Close-up of the layout:
Region (320, 100) to (340, 120) microns. Cells in grey, sequential cells in the stronger grey; small squares are vias.
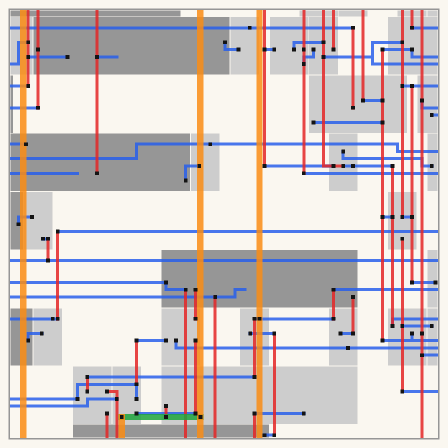
Routing congestion map:
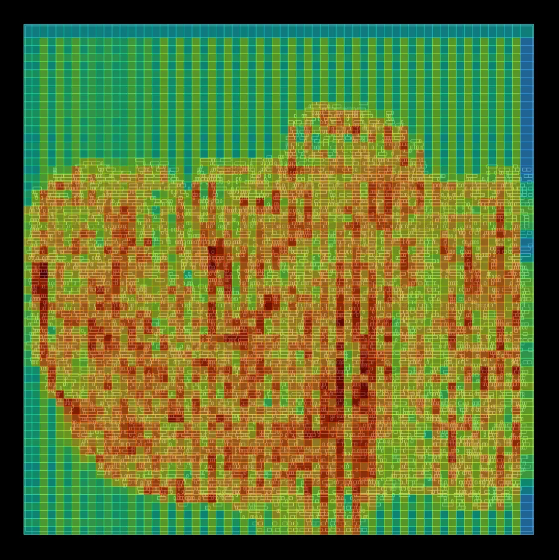
Clock network drawn from the DEF:
Drawn at 1 px/micron.
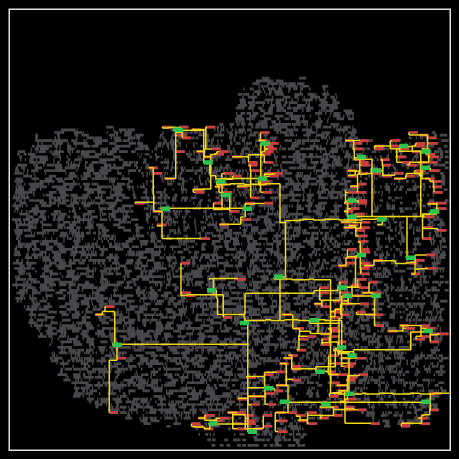
M4 wires:
Drawn at 1 px/micron. Cells faint in the background.
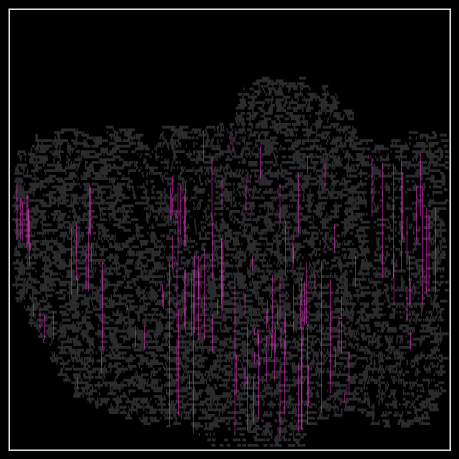
[src/rtl/ex_muldiv_pkg.sv]
// Shared CPU definitions used by the Execute-stage multiply/divide unit.
//   muldiv_op_t  : 3-bit operation select driven by Execute
//   MULDIV_WIDTH : default operand/result width
//   is_mul_op()  : true for the operations served by the multiplier path
package cpu_defs;

  localparam int unsigned MULDIV_WIDTH = 32;

  typedef enum logic [2:0] {
    MUL   = 3'd0,
    MULH  = 3'd1,
    MULHU = 3'd2,
    DIV   = 3'd3,
    DIVU  = 3'd4,
    MOD   = 3'd5,
    MODU  = 3'd6
  } muldiv_op_t;

  function automatic logic is_mul_op(input muldiv_op_t op);
    return (op == MUL) || (op == MULH) || (op == MULHU);
  endfunction

endpackage

[src/rtl/ex_muldiv_if.sv]
// Execute <-> multiply/divide unit handshake.
//   master (Execute): drives is_flush, en, op, a, b; observes busy, done, out
//   slave  (unit)   : the reverse
interface ex_muldiv_if #(
  parameter int unsigned WIDTH = cpu_defs::MULDIV_WIDTH
);
  logic                 is_flush;
  logic                 en;
  cpu_defs::muldiv_op_t op;
  logic [WIDTH-1:0]     a;
  logic [WIDTH-1:0]     b;
  logic                 busy;
  logic                 done;
  logic [WIDTH-1:0]     out;

  modport master (
    output is_flush, en, op, a, b,
    input  busy, done, out
  );

  modport slave (
    input  is_flush, en, op, a, b,
    output busy, done, out
  );
endinterface

[src/rtl/ex_div_core.sv]
// Radix-2 restoring divider datapath operating on unsigned magnitudes.
//   clk, rst_n : clock, asynchronous active-low reset
//   load       : capture dividend/divisor, clear partial remainder
//   step       : commit one iteration (one quotient bit)
//   dividend   : |a|
//   divisor    : |b|
//   quo_nxt    : quotient after the current iteration (combinational)
//   rem_nxt    : remainder after the current iteration (combinational)
module ex_div_core #(
  parameter int unsigned WIDTH = 32
) (
  input  logic             clk,
  input  logic             rst_n,
  input  logic             load,
  input  logic             step,
  input  logic [WIDTH-1:0] dividend,
  input  logic [WIDTH-1:0] divisor,
  output logic [WIDTH-1:0] quo_nxt,
  output logic [WIDTH-1:0] rem_nxt
);
  logic [WIDTH-1:0] rem;
  logic [WIDTH-1:0] quo;
  logic [WIDTH-1:0] dvs;
  // Two guard bits: the shifted remainder can reach 2^WIDTH when the
  // divisor has its top bit set, so the sign must sit above that.
  logic [WIDTH+1:0] trial;

  always_comb begin
    trial   = {1'b0, rem, quo[WIDTH-1]} - {2'b00, dvs};
    quo_nxt = {quo[WIDTH-2:0], ~trial[WIDTH+1]};
    if (trial[WIDTH+1]) begin
      rem_nxt = {rem[WIDTH-2:0], quo[WIDTH-1]};
    end else begin
      rem_nxt = trial[WIDTH-1:0];
    end
  end

  always_ff @(posedge clk or negedge rst_n) begin
    if (!rst_n) begin
      rem <= '0;
      quo <= '0;
      dvs <= '0;
    end else if (load) begin
      rem <= '0;
      quo <= dividend;
      dvs <= divisor;
    end else if (step) begin
      rem <= rem_nxt;
      quo <= quo_nxt;
    end
  end
endmodule

[src/rtl/ex_muldiv.sv]
// Multi-cycle multiply/divide unit for the Execute stage.
//   clk, rst_n : clock, asynchronous active-low reset
//   bus.is_flush, bus.en, bus.op, bus.a, bus.b : request from Execute
//   bus.busy : operation in flight
//   bus.done : one-cycle completion pulse
//   bus.out  : registered result, held until the next completion
module ex_muldiv
  import cpu_defs::*;
#(
  parameter int unsigned WIDTH      = MULDIV_WIDTH,
  parameter int unsigned MUL_STAGES = 2
) (
  input logic        clk,
  input logic        rst_n,
  ex_muldiv_if.slave bus
);
  localparam int unsigned CW = $clog2(WIDTH + 2);

  typedef enum logic [1:0] {S_IDLE, S_MUL, S_DIV, S_DONE} state_t;

  state_t             state;
  logic [CW-1:0]      cnt;
  muldiv_op_t         op_q;
  logic [WIDTH-1:0]   a_q, b_q, out_q;
  logic               done_q, neg_q, neg_r;
  logic               op_signed;
  logic [2*WIDTH-1:0] a_ext, b_ext, prod, prod_q;
  logic [WIDTH-1:0]   mul_res, div_res, a_mag, b_mag, quo_nxt, rem_nxt;

  assign op_signed = (op_q == MULH) || (op_q == DIV) || (op_q == MOD);

  // Multiplier: operands are stable from cycle 1, so stage k of the
  // delay chain is valid from cycle k+1; synthesis retimes these
  // registers into the array.
  assign a_ext = {{WIDTH{op_signed & a_q[WIDTH-1]}}, a_q};
  assign b_ext = {{WIDTH{op_signed & b_q[WIDTH-1]}}, b_q};
  assign prod  = a_ext * b_ext;

  generate
    if (MUL_STAGES == 1) begin : g_mul_comb
      assign prod_q = prod;
    end else begin : g_mul_pipe
      logic [2*WIDTH-1:0] pipe [MUL_STAGES-1];
      always_ff @(posedge clk or negedge rst_n) begin
        if (!rst_n) begin
          for (int unsigned i = 0; i < MUL_STAGES - 1; i++) pipe[i] <= '0;
        end else begin
          pipe[0] <= prod;
          for (int unsigned i = 1; i < MUL_STAGES - 1; i++) pipe[i] <= pipe[i-1];
        end
      end
      assign prod_q = pipe[MUL_STAGES-2];
    end
  endgenerate

  assign mul_res = (op_q == MUL) ? prod_q[WIDTH-1:0] : prod_q[2*WIDTH-1:WIDTH];

  // Divider on magnitudes; signs are reapplied on the final iteration.
  assign a_mag = (op_signed && a_q[WIDTH-1]) ? ('0 - a_q) : a_q;
  assign b_mag = (op_signed && b_q[WIDTH-1]) ? ('0 - b_q) : b_q;

  ex_div_core #(.WIDTH(WIDTH)) u_div (
    .clk      (clk),
    .rst_n    (rst_n),
    .load     (state == S_DIV && cnt == '0),
    .step     (state == S_DIV && cnt != '0),
    .dividend (a_mag),
    .divisor  (b_mag),
    .quo_nxt  (quo_nxt),
    .rem_nxt  (rem_nxt)
  );

  always_comb begin
    if (op_q == DIV || op_q == DIVU) begin
      div_res = neg_q ? ('0 - quo_nxt) : quo_nxt;
    end else begin
      div_res = neg_r ? ('0 - rem_nxt) : rem_nxt;
    end
  end

  always_ff @(posedge clk or negedge rst_n) begin
    if (!rst_n) begin
      state  <= S_IDLE;
      cnt    <= '0;
      op_q   <= MUL;
      a_q    <= '0;
      b_q    <= '0;
      out_q  <= '0;
      done_q <= 1'b0;
      neg_q  <= 1'b0;
      neg_r  <= 1'b0;
    end else begin
      done_q <= 1'b0;
      if (bus.is_flush) begin
        state <= S_IDLE;
        cnt   <= '0;
      end else begin
        case (state)
          S_IDLE: begin
            if (bus.en) begin
              op_q  <= bus.op;
              a_q   <= bus.a;
              b_q   <= bus.b;
              cnt   <= '0;
              state <= is_mul_op(bus.op) ? S_MUL : S_DIV;
            end
          end
          S_MUL: begin
            cnt <= cnt + CW'(1);
            if (cnt == CW'(MUL_STAGES - 1)) begin
              out_q  <= mul_res;
              done_q <= 1'b1;
              state  <= S_DONE;
            end
          end
          S_DIV: begin
            cnt <= cnt + CW'(1);
            if (cnt == '0) begin
              // Divide-by-zero keeps the all-ones quotient unsigned.
              neg_q <= op_signed && (a_q[WIDTH-1] ^ b_q[WIDTH-1]) && (b_q != '0);
              neg_r <= op_signed && a_q[WIDTH-1];
            end
            if (cnt == CW'(WIDTH)) begin
              out_q  <= div_res;
              done_q <= 1'b1;
              state  <= S_DONE;
            end
          end
          S_DONE:  state <= S_IDLE;
          default: state <= S_IDLE;
        endcase
      end
    end
  end

  assign bus.busy = (state == S_MUL) || (state == S_DIV);
  assign bus.done = done_q;
  assign bus.out  = out_q;
endmodule

[src/flat_wrapper.sv]
// flat-port wrapper written by rule: the top's interface ports become plain ports
module ex_muldiv_flat import cpu_defs::*;
#(
  parameter int unsigned WIDTH      = MULDIV_WIDTH,
  parameter int unsigned MUL_STAGES = 2
)
  (clk, rst_n, bus_is_flush, bus_en, bus_op, bus_a, bus_b, bus_busy, bus_done, bus_out);
  ex_muldiv_if #(.WIDTH(WIDTH)) bus_i ();
  input logic clk;
  input logic rst_n;
  input wire logic [$bits(bus_i.is_flush)-1:0] bus_is_flush;
  input wire logic [$bits(bus_i.en)-1:0] bus_en;
  input wire logic [$bits(bus_i.op)-1:0] bus_op;
  input wire logic [$bits(bus_i.a)-1:0] bus_a;
  input wire logic [$bits(bus_i.b)-1:0] bus_b;
  output wire logic [$bits(bus_i.busy)-1:0] bus_busy;
  output wire logic [$bits(bus_i.done)-1:0] bus_done;
  output wire logic [$bits(bus_i.out)-1:0] bus_out;
  assign bus_i.is_flush = bus_is_flush;
  assign bus_i.en = bus_en;
  assign bus_i.op = bus_op;
  assign bus_i.a = bus_a;
  assign bus_i.b = bus_b;
  assign bus_busy = bus_i.busy;
  assign bus_done = bus_i.done;
  assign bus_out = bus_i.out;
  ex_muldiv #(.WIDTH(WIDTH), .MUL_STAGES(MUL_STAGES)) u_core (.clk(clk), .rst_n(rst_n), .bus(bus_i));
endmodule
[config.mk]
export PLATFORM = sky130hd
export DESIGN_NAME = ex_muldiv_flat
export DESIGN_NICKNAME = d
export VERILOG_FILES = /design/src/rtl/ex_muldiv_pkg.sv /design/src/rtl/ex_muldiv_if.sv /design/src/rtl/ex_div_core.sv /design/src/rtl/ex_muldiv.sv /design/src/flat_wrapper.sv
export SDC_FILE = /design/constraint.sdc
export NUM_CORES = 2
export LEC_CHECK = 0
export ABC_AREA = 1
export CAP_MARGIN = 15
export CORE_UTILIZATION = 30
export DETAILED_ROUTE_END_ITERATION = 8
export HOLD_SLACK_MARGIN = 0.12
export PLACE_DENSITY = 0.5
export SYNTH_ARGS = -nofsm -noshare
export SYNTH_HDL_FRONTEND = slang
export SYNTH_HIERARCHICAL = 1
export SYNTH_SLANG_ARGS = --single-unit
export TNS_END_PERCENT = 50
[constraint.sdc]
create_clock -name clk -period 8.64 [get_ports clk]
set_input_delay 2.592 -clock clk [delete_from_list [all_inputs] [get_ports clk]]
set_output_delay 2.592 -clock clk [all_outputs]
set_load 0.01 [all_outputs]
==> notes.md <==
run results: top cell type by instance count after synthesis nand2_1, fin nets 8823, DPL Wire Length 173 mm, Via-to-Cell Ratio 4.73, io pins 105, OpenROAD warning count 31, Yosys reg bits 270, clock sink count 270, Max clock buf depth 3, share of post-route cells with drive strength above 1 0.0506, ANT nets after route 0, Yosys warnings 6, Synth Seq Share 0.118, slew margin rel. 0.148, clock slew at reported path FFs 0.06 ns, Distinct cells, synth 55, Setup violations, final 0, Post-synth EDFFs 0, Critical Path AT 8.60 ns, cell type with the largest total area fa_1, outcome complete, no violations, Die H 439 microns, CP max-delay cell dfrtp_1, hold buffer count at cts 0, CTS tree built, crit path from u_core/a_q[17], initial antenna violation count 9, postcts setup bufs 0, Reg-to-Reg Start u_core/a_q[17], top cells by count, synth nand2_1, inv_1, fa_1, clock root buffer master clkbuf_16, Fin. Hold Viols 0, TritonRoute pass-1 iters 6, Slew Viols, Final 0
## Picture notes: 'close-up of the layout'
colour	layer
green	metal 3
red	metal 2
blue	metal 1
orange	metal 4
most frequent	inv_1 (6), nand2_1 (5)
netlist names of flops here include	`u_core/u_div/dvs` (3)
sequential cells in the window	3
cells with their middle in the window	22

## Picture notes: 'routing congestion map'
GRT met3 Usage: 0.0330
GR Layer Usage met1: 0.302
final core occ: 0.329
M2 GR Usage: 0.365
GR peak layer: met2

## Picture notes: 'clock network drawn from the DEF'
[green] clock drivers | count: 38
[red] flip-flops | count: 270
[yellow] clock wires | length: 5590 microns
routed clock nets	39
clock skew: 0.0503 ns
Worst-Skew Late Latency: 0.64 ns

## Picture notes: 'M4 wires'
wire length on this layer	6560 microns
main direction	vertical
Routed WL: 210 mm
Vias: 46900

==> cells by family (layout without fill, tap and decap cells) <==
| logic type | after synthesis | in the layout |
|---|---|---|
| AND/OR/NAND/NOR | 2945 | 2945 |
| buffers and inverters | 2230 | 2167 |
| adder cells (fa/ha/maj) | 1382 | 1382 |
| AND-OR/OR-AND | 485 | 485 |
| flip-flops | 270 | 270 |
| XOR/XNOR | 129 | 129 |
| multiplexers | 20 | 20 |
| other | 0 | 1 |
==> sequential cells by signal, indices dropped and copies added (netlist names) <==
| register | flops |
|---|---|
| u_core/g_mul_pipe.pipe | 64 |
| u_core/a_q | 32 |
| u_core/b_q | 32 |
| u_core/bus.out | 32 |
| u_core/u_div/dvs | 32 |
| u_core/u_div/quo | 32 |
| u_core/u_div/rem | 32 |
| u_core/cnt | 6 |
| u_core/op_q | 3 |
| u_core/state | 2 |
| u_core/bus.done | 1 |
| u_core/neg_q | 1 |
| u_core/neg_r | 1 |
==> worst max-delay path, delay by kind of cell (launching register included) <==
family / cells / cell delay, ns
buf+inv: 8 / 0.95
fa+ha+maj: 9 / 4.52
simple gates: 7 / 1.20
flops: 1 / 1.00
xor+xnor: 1 / 0.29
==> layer usage <==
| layer | track usage | wire (microns) | vias up |
|---|---|---|---|
| met1 | 0.302 | 92500 | 23800 |
| met5 | 0 | 16 | - |
| met4 | 0.0601 | 6560 | 4 |
| li1 | - | - | 21300 |
| met3 | 0.0330 | 13300 | 298 |
| met2 | 0.365 | 97200 | 1442 |
==> cells in the final DEF (no fill, tap or decap), drive strengths merged, types with 23 or more instances in the layout <==
cell,netlist,layout
nand2,2116,2116
dfrtp,270,270
nor2,486,486
buf,156,139
ha,256,256
fa,1126,1126
xor2,109,109
o21ai,171,171
a21oi,223,223
o221ai,28,28
inv,1855,1856
nor3,31,31
clkdlybuf4s50,0,103
o21bai,23,23
nand3,218,218
nand4,40,40
clkbuf,217,52
==> metrics by stage <==
| step | area, sq um | cells | hold slack (ns) | setup slack, ns | util |
|---|---|---|---|---|---|
| after CTS | 62600 | 9909 | 0.485 | 0.614 | 0.329 |
| after detailed placement | 61300 | 9841 | 0.470 | 0.640 | 0.322 |
| after global routing | 62600 | 9909 | 0.502 | 0.120 | 0.329 |
| final | 62600 | 9910 | 0.479 | 0.510 | 0.329 |
| after floorplan | 57400 | 7461 | 0.474 | 1.23 | - |
| after global placement | 61300 | 9840 | 0.458 | 0.571 | 0.322 |
==> final cells by class <==
cell class | count | area, sq um
fill | 20400 | 128000
multi-input combinational | 4961 | 42000
inverter | 1857 | 6980
sequential | 270 | 6760
tap | 2511 | 3140
timing repair buffer | 242 | 2380
clock buffer | 52 | 1040
clock inverter | 16 | 269
antenna | 1 | 2.50
